File: config.mk
export PLATFORM = sky130hd
export DESIGN_NAME = square_motion_engine_flat
export DESIGN_NICKNAME = d
export VERILOG_FILES = /design/src/rtl/square_motion_engine_if.sv /design/src/rtl/square_motion_engine.sv /design/src/flat_wrapper.sv
export SDC_FILE = /design/constraint.sdc
export NUM_CORES = 1
export LEC_CHECK = 0
export CELL_PAD_IN_SITES_DETAIL_PLACEMENT = 1
export CELL_PAD_IN_SITES_GLOBAL_PLACEMENT = 1
export CORE_UTILIZATION = 47
export CTS_CLUSTER_SIZE = 30
export DETAILED_ROUTE_END_ITERATION = 12
export GPL_ROUTABILITY_DRIVEN = 0
export PLACE_DENSITY = 0.93
export SYNTH_ARGS = -nofsm -noshare
export SYNTH_HDL_FRONTEND = slang
export SYNTH_SLANG_ARGS = --single-unit
File: constraint.sdc
create_clock -name clk -period 13.4 [get_ports clk]
set_clock_uncertainty 0.05 [all_clocks]
set_input_delay 3.35 -clock clk [delete_from_list [all_inputs] [get_ports clk]]
set_output_delay 3.35 -clock clk [all_outputs]
set_load 0.05 [all_outputs]
File: src/rtl/square_motion_engine_if.sv
// Frame-strobe control and published square coordinates between the motion
// engine and whoever drives frame timing and consumes the coords.
interface square_motion_engine_if #(
    parameter int unsigned N_OBJ = 5
) ();
    logic                 frame_tick;
    logic                 freeze;
    logic                 busy;
    logic                 update_done;
    logic                 overrun;
    logic [N_OBJ*10-1:0]  obj_x;
    logic [N_OBJ*10-1:0]  obj_y;
    logic [N_OBJ*2-1:0]   obj_dir;

    modport master (
        output frame_tick, freeze,
        input  busy, update_done, overrun, obj_x, obj_y, obj_dir
    );

    modport slave (
        input  frame_tick, freeze,
        output busy, update_done, overrun, obj_x, obj_y, obj_dir
    );
endinterface

File: src/rtl/square_motion_engine.sv
// Once-per-frame position stepper for N_OBJ bouncing squares; sweeps one square
// per cycle into work regs, then publishes all coords at once.
module square_motion_engine #(
    parameter int unsigned N_OBJ = 5,
    parameter int unsigned H_RES = 640,
    parameter int unsigned V_RES = 480,
    parameter int unsigned SIZE  = 80
) (
    input  logic                    clk,
    input  logic                    rst_n,
    square_motion_engine_if.slave   bus
);
    localparam int unsigned IDX_W = (N_OBJ > 1) ? $clog2(N_OBJ) : 1;
    localparam int unsigned PW    = 10;
    localparam int unsigned AW    = 11;
    localparam logic [AW-1:0] XMAX = AW'(H_RES - SIZE);
    localparam logic [AW-1:0] YMAX = AW'(V_RES - SIZE);
    localparam logic [IDX_W-1:0] LAST_IDX = IDX_W'(N_OBJ - 1);

    typedef enum logic [1:0] {S_IDLE, S_SWEEP, S_COMMIT} state_t;

    state_t             r_state, w_state_nxt;
    logic [IDX_W-1:0]   r_idx, w_idx_nxt;
    logic               r_busy, w_busy_nxt;
    logic               r_update_done, w_done_nxt;
    logic               r_overrun, w_ovr_nxt;
    logic               w_step_en, w_publish;

    logic [PW-1:0]      r_wx [N_OBJ];
    logic [PW-1:0]      r_wy [N_OBJ];
    logic [N_OBJ-1:0]   r_wdx, r_wdy;
    logic [PW-1:0]      r_px [N_OBJ];
    logic [PW-1:0]      r_py [N_OBJ];
    logic [N_OBJ-1:0]   r_pdx, r_pdy;

    logic [PW:0]        w_stx, w_sty;
    logic [AW-1:0]      w_sp;

    // One axis step: returns {new_dir, new_pos}, clamped to [0, lim].
    function automatic logic [PW:0] step_axis(
        input logic [PW-1:0] p,
        input logic          dir,
        input logic [AW-1:0] sp_pos,
        input logic [AW-1:0] sp_neg,
        input logic [AW-1:0] lim
    );
        logic [AW-1:0] p_w;
        logic [AW-1:0] n;
        p_w = AW'(p);
        n   = p_w + sp_pos;
        if (dir) begin
            if (n >= lim) step_axis = {1'b0, PW'(lim)};
            else          step_axis = {1'b1, PW'(n)};
        end else begin
            if (p_w <= sp_neg) step_axis = {1'b1, PW'(0)};
            else               step_axis = {1'b0, PW'(p_w - sp_neg)};
        end
    endfunction

    // Speeds are offsets from the square index: +x 7+i, -x 3+i, +y 6+i, -y 10+i.
    assign w_sp  = AW'(r_idx);
    assign w_stx = step_axis(r_wx[r_idx], r_wdx[r_idx], AW'(7) + w_sp, AW'(3) + w_sp, XMAX);
    assign w_sty = step_axis(r_wy[r_idx], r_wdy[r_idx], AW'(6) + w_sp, AW'(10) + w_sp, YMAX);

    always_ff @(posedge clk or negedge rst_n) begin
        if (!rst_n) begin
            r_state       <= S_IDLE;
            r_idx         <= '0;
            r_busy        <= 1'b0;
            r_update_done <= 1'b0;
            r_overrun     <= 1'b0;
        end else begin
            r_state       <= w_state_nxt;
            r_idx         <= w_idx_nxt;
            r_busy        <= w_busy_nxt;
            r_update_done <= w_done_nxt;
            r_overrun     <= w_ovr_nxt;
        end
    end

    always_comb begin
        w_state_nxt = r_state;
        w_idx_nxt   = r_idx;
        w_busy_nxt  = r_busy;
        w_done_nxt  = 1'b0;
        w_step_en   = 1'b0;
        w_publish   = 1'b0;
        w_ovr_nxt   = r_overrun | (bus.frame_tick & (r_state != S_IDLE));
        case (r_state)
            S_IDLE: begin
                if (bus.frame_tick && !bus.freeze) begin
                    w_state_nxt = S_SWEEP;
                    w_idx_nxt   = '0;
                    w_busy_nxt  = 1'b1;
                end
            end
            S_SWEEP: begin
                w_step_en = 1'b1;
                if (r_idx == LAST_IDX) begin
                    // Publish together with the last square so update_done marks visibility.
                    w_state_nxt = S_COMMIT;
                    w_publish   = 1'b1;
                    w_done_nxt  = 1'b1;
                end else begin
                    w_idx_nxt = r_idx + IDX_W'(1);
                end
            end
            S_COMMIT: begin
                w_state_nxt = S_IDLE;
                w_busy_nxt  = 1'b0;
            end
            default: begin
                w_state_nxt = S_IDLE;
                w_busy_nxt  = 1'b0;
            end
        endcase
    end

    always_ff @(posedge clk or negedge rst_n) begin
        if (!rst_n) begin
            for (int i = 0; i < N_OBJ; i++) begin
                r_wx[i]  <= PW'(40 + 100 * i);
                r_wy[i]  <= PW'(50 + 80 * i);
                r_wdx[i] <= 1'(i);
                r_wdy[i] <= 1'b1;
                r_px[i]  <= PW'(40 + 100 * i);
                r_py[i]  <= PW'(50 + 80 * i);
                r_pdx[i] <= 1'(i);
                r_pdy[i] <= 1'b1;
            end
        end else begin
            if (w_step_en) begin
                r_wx[r_idx]  <= w_stx[PW-1:0];
                r_wdx[r_idx] <= w_stx[PW];
                r_wy[r_idx]  <= w_sty[PW-1:0];
                r_wdy[r_idx] <= w_sty[PW];
            end
            if (w_publish) begin
                for (int i = 0; i < N_OBJ; i++) begin
                    if (IDX_W'(i) == r_idx) begin
                        r_px[i]  <= w_stx[PW-1:0];
                        r_pdx[i] <= w_stx[PW];
                        r_py[i]  <= w_sty[PW-1:0];
                        r_pdy[i] <= w_sty[PW];
                    end else begin
                        r_px[i]  <= r_wx[i];
                        r_pdx[i] <= r_wdx[i];
                        r_py[i]  <= r_wy[i];
                        r_pdy[i] <= r_wdy[i];
                    end
                end
            end
        end
    end

    for (genvar g = 0; g < N_OBJ; g++) begin : g_pack
        assign bus.obj_x[PW*g +: PW] = r_px[g];
        assign bus.obj_y[PW*g +: PW] = r_py[g];
        assign bus.obj_dir[2*g +: 2] = {r_pdy[g], r_pdx[g]};
    end

    assign bus.busy        = r_busy;
    assign bus.update_done = r_update_done;
    assign bus.overrun     = r_overrun;

endmodule

File: src/flat_wrapper.sv
// flat-port wrapper written by rule: the top's interface ports become plain ports
module square_motion_engine_flat 
#(
    parameter int unsigned N_OBJ = 5,
    parameter int unsigned H_RES = 640,
    parameter int unsigned V_RES = 480,
    parameter int unsigned SIZE  = 80
)
  (clk, rst_n, bus_frame_tick, bus_freeze, bus_busy, bus_update_done, bus_overrun, bus_obj_x, bus_obj_y, bus_obj_dir);
  square_motion_engine_if #(.N_OBJ(N_OBJ)) bus_i ();
  input  logic clk;
  input  logic rst_n;
  input wire logic [$bits(bus_i.frame_tick)-1:0] bus_frame_tick;
  input wire logic [$bits(bus_i.freeze)-1:0] bus_freeze;
  output wire logic [$bits(bus_i.busy)-1:0] bus_busy;
  output wire logic [$bits(bus_i.update_done)-1:0] bus_update_done;
  output wire logic [$bits(bus_i.overrun)-1:0] bus_overrun;
  output wire logic [$bits(bus_i.obj_x)-1:0] bus_obj_x;
  output wire logic [$bits(bus_i.obj_y)-1:0] bus_obj_y;
  output wire logic [$bits(bus_i.obj_dir)-1:0] bus_obj_dir;
  assign bus_i.frame_tick = bus_frame_tick;
  assign bus_i.freeze = bus_freeze;
  assign bus_busy = bus_i.busy;
  assign bus_update_done = bus_i.update_done;
  assign bus_overrun = bus_i.overrun;
  assign bus_obj_x = bus_i.obj_x;
  assign bus_obj_y = bus_i.obj_y;
  assign bus_obj_dir = bus_i.obj_dir;
  square_motion_engine #(.N_OBJ(N_OBJ), .H_RES(H_RES), .V_RES(V_RES), .SIZE(SIZE)) u_core (.clk(clk), .rst_n(rst_n), .bus(bus_i));
endmodule
==> images/clocks.png <==
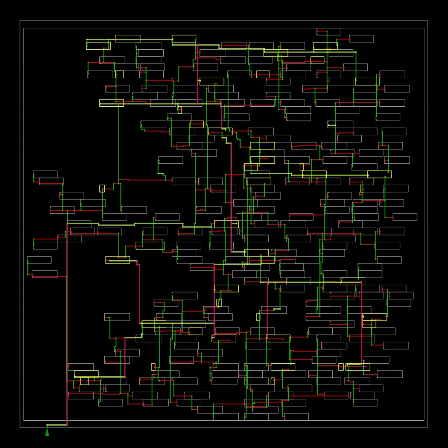
flop count: 228
clk sink count: 228
clock buffer count: 38

==> images/logic_types.png <==
The bar under the picture is 50 um long.
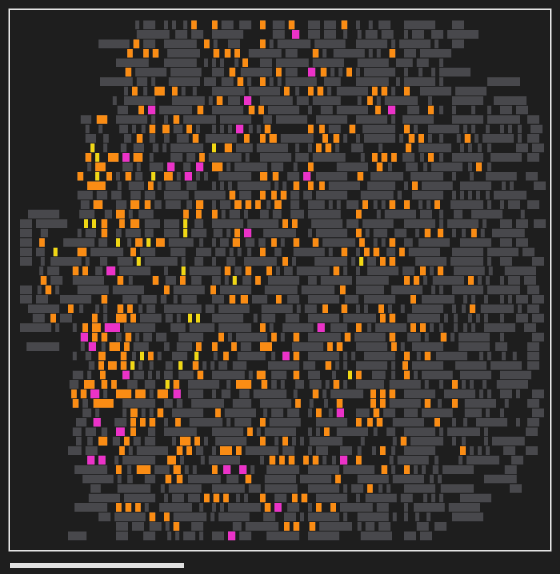
Key: orange = inverting AOI/OAI gates [cells 315, most used o21ai_0]; magenta = AND and OR gates [cells 31, most used and3_1]; yellow = inverters [cells 24, most used inv_1]

==> results_slide.txt <==
Physical Implementation Snapshot

Worst hold path
  • Hold Path Stages: 2
  • Hold path startpoint: u_core.bus.obj_x[13]$_DFFE_PN1P_

Clock network
  • Post-CTS Hold Buffers: 0
  • Number of setup buffers added after CTS: 0
  • Clock-pin transition on the worst setup and hold timing paths: 70 ps
  • CTS tree: built
  • Clock tree buffer depth: 3
  • Number of gates resized after cts: 0
  • Clk latency late pin: 520 ps

STA
  • Endpoints failing setup: 0
  • Setup WS post-layout: 7750 ps
  • RSZ-0062 raised after global routing: false
  • Tcrit/Tclk final: 42.2%
  • Slew Limit Fails: 0
  • Worst hold margin: 407 ps
  • Fmax: 0.177 GHz
  • Final hold vios: 0
  • Post-layout min period: 5650 ps

Setup path
  • Levels on crit path: 18
  • Worst r2r dst: u_core.r_wy[46]$_DFFE_PN0P_
  • Setup CP Type: reg2reg
  • Crit path DRT: 13,700 ps
  • CP max FO: 36
  • Critical path's slowest cell: nor3b_2
  • Crit path DAT: 5950 ps
  • Delay of the slowest critical-path stage: 750 ps
  • Worst-case reg-to-reg path depth: 18
  • CP endpoint kind: flip-flop
  • Buf/Inv on CP: 4
  • CP startpoint kind: flip-flop
  • Critical Path Start: u_core.r_idx[0]$_DFFE_PN0P_

Yosys
  • Seq cells post-synth: 228
  • Syn avg cell area: 9.27 um^2
  • Syn nets: 1,224
  • Area leader share: 32.6%
  • # Cells Yosys: 1,190
  • Yosys chip area: 11,000 um^2
  • Post-synth seq share: 52.6%
  • Commonest cells post-synth: nand2_1 (320), o21ai_0 (176), dfrtp_1 (144)
  • Ys Warns: 0
  • Mapped cell area: 11,000 um^2
  • Most common cell in the netlist: nand2_1
  • Gate Count Post-Synth: 1,190
  • Netlist cell types: 66

Route
  • Post-route ant nets: 0
  • Via/cell ratio: 6.45
  • Drt first pass iters: 6
  • Drc violations: 0
  • Max Used Layer: met4
  • Vias: 10,396
  • Routed Wire Length: 41.3 mm
  • Detailed Route Iter0 Violations: 1,042
  • Met2 WL: 19.4 mm
  • Wirelength per Cell: 25.7 um

Finish
  • Area Growth Syn to Fin: 20.2%
  • Combinational share of cell area: 36.8%
  • Signal buffers share of area: 9.70%
  • Filler cell count: 2,570
  • Comb area: 4880 um^2
  • Buffers, non-clock: 132
  • Final Cell Area: 13,300 um^2
  • Cell Count, Final, Fillers Out: 1,611
  • Inverter count: 24
  • Register Area: 5810 um^2

Die
  • Die y size: 155 um
  • Tap cells: 313
  • Die width: 155 um
  • Core ar.: 22,800 um^2
  • I/O pin cnt: 117
  • Die area: 24,100 um^2

Global routing
  • Met3 GRT Util: 7.72%
  • GRT Total Usage: 35.1%
  • Initial antenna violation count: 2
  • Vias in the first global route: 11,055
  • Global-route wire length before repair: 64.8 mm
  • Pin count of the biggest net entering global routing: 105
  • GR peak layer: met2

Outcome
  • Outcome: finished, final reports clean

Run
  • Max Cap Viol: 0
  • Tool warnings: 40

Placed design
  • HPWL after DPL: 24.9 mm
  • Placed insts: 1,566
  • DP Area: 12,500 um^2
==> images/power_grid.png <==
Pins as bars on the die edge. Tap cells in gray.
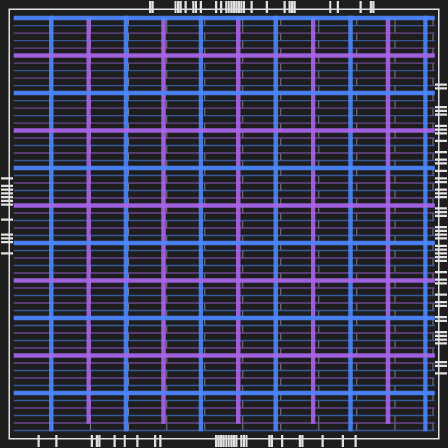
Key: purple = VDD; blue = VSS
313 tap cells. 11 straps on met4.

==> images/clk_routes.png <==
The bar under the picture is 50 um long.
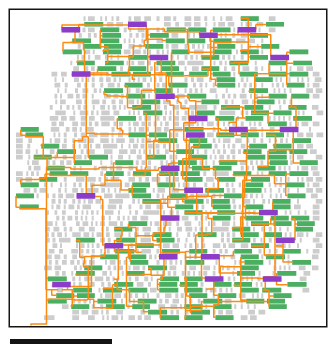
Key: purple = clock drivers [count 24]; green = flip-flops [count 228]; orange = clock wires [length 3,110 um]
Position of the flops: widely spread. There are 25 routed clock nets.

==> cells in the final DEF, fill, tap and decap left out, types with 23 or more instances in the layout <==
master and instances:
nand2_1 320, o21ai_0 176, dfrtp_1 143, clkdlybuf4s50_1 115, dfstp_2 84, o21ai_1 48, a21oi_1 47, nor2_1 37
ha_1 26, clkbuf_16 25, mux2i_1 24, inv_1 23
==> worst min-delay path, stage by stage (launching register included) <==
cell     delay [ps]
dfstp_2         370
nand2_1          50
nand2_1          40
==> cell families after synthesis <==
kind of cell	Yosys count	synth area share [%]
AND/OR/NAND/NOR	432	16.4
AND-OR/OR-AND	350	18.2
flip-flops	228	52.6
buffers and inverters	93	3.34
multiplexers	42	4.56
adder cells (fa/ha/maj)	30	3.67
XOR/XNOR	15	1.19
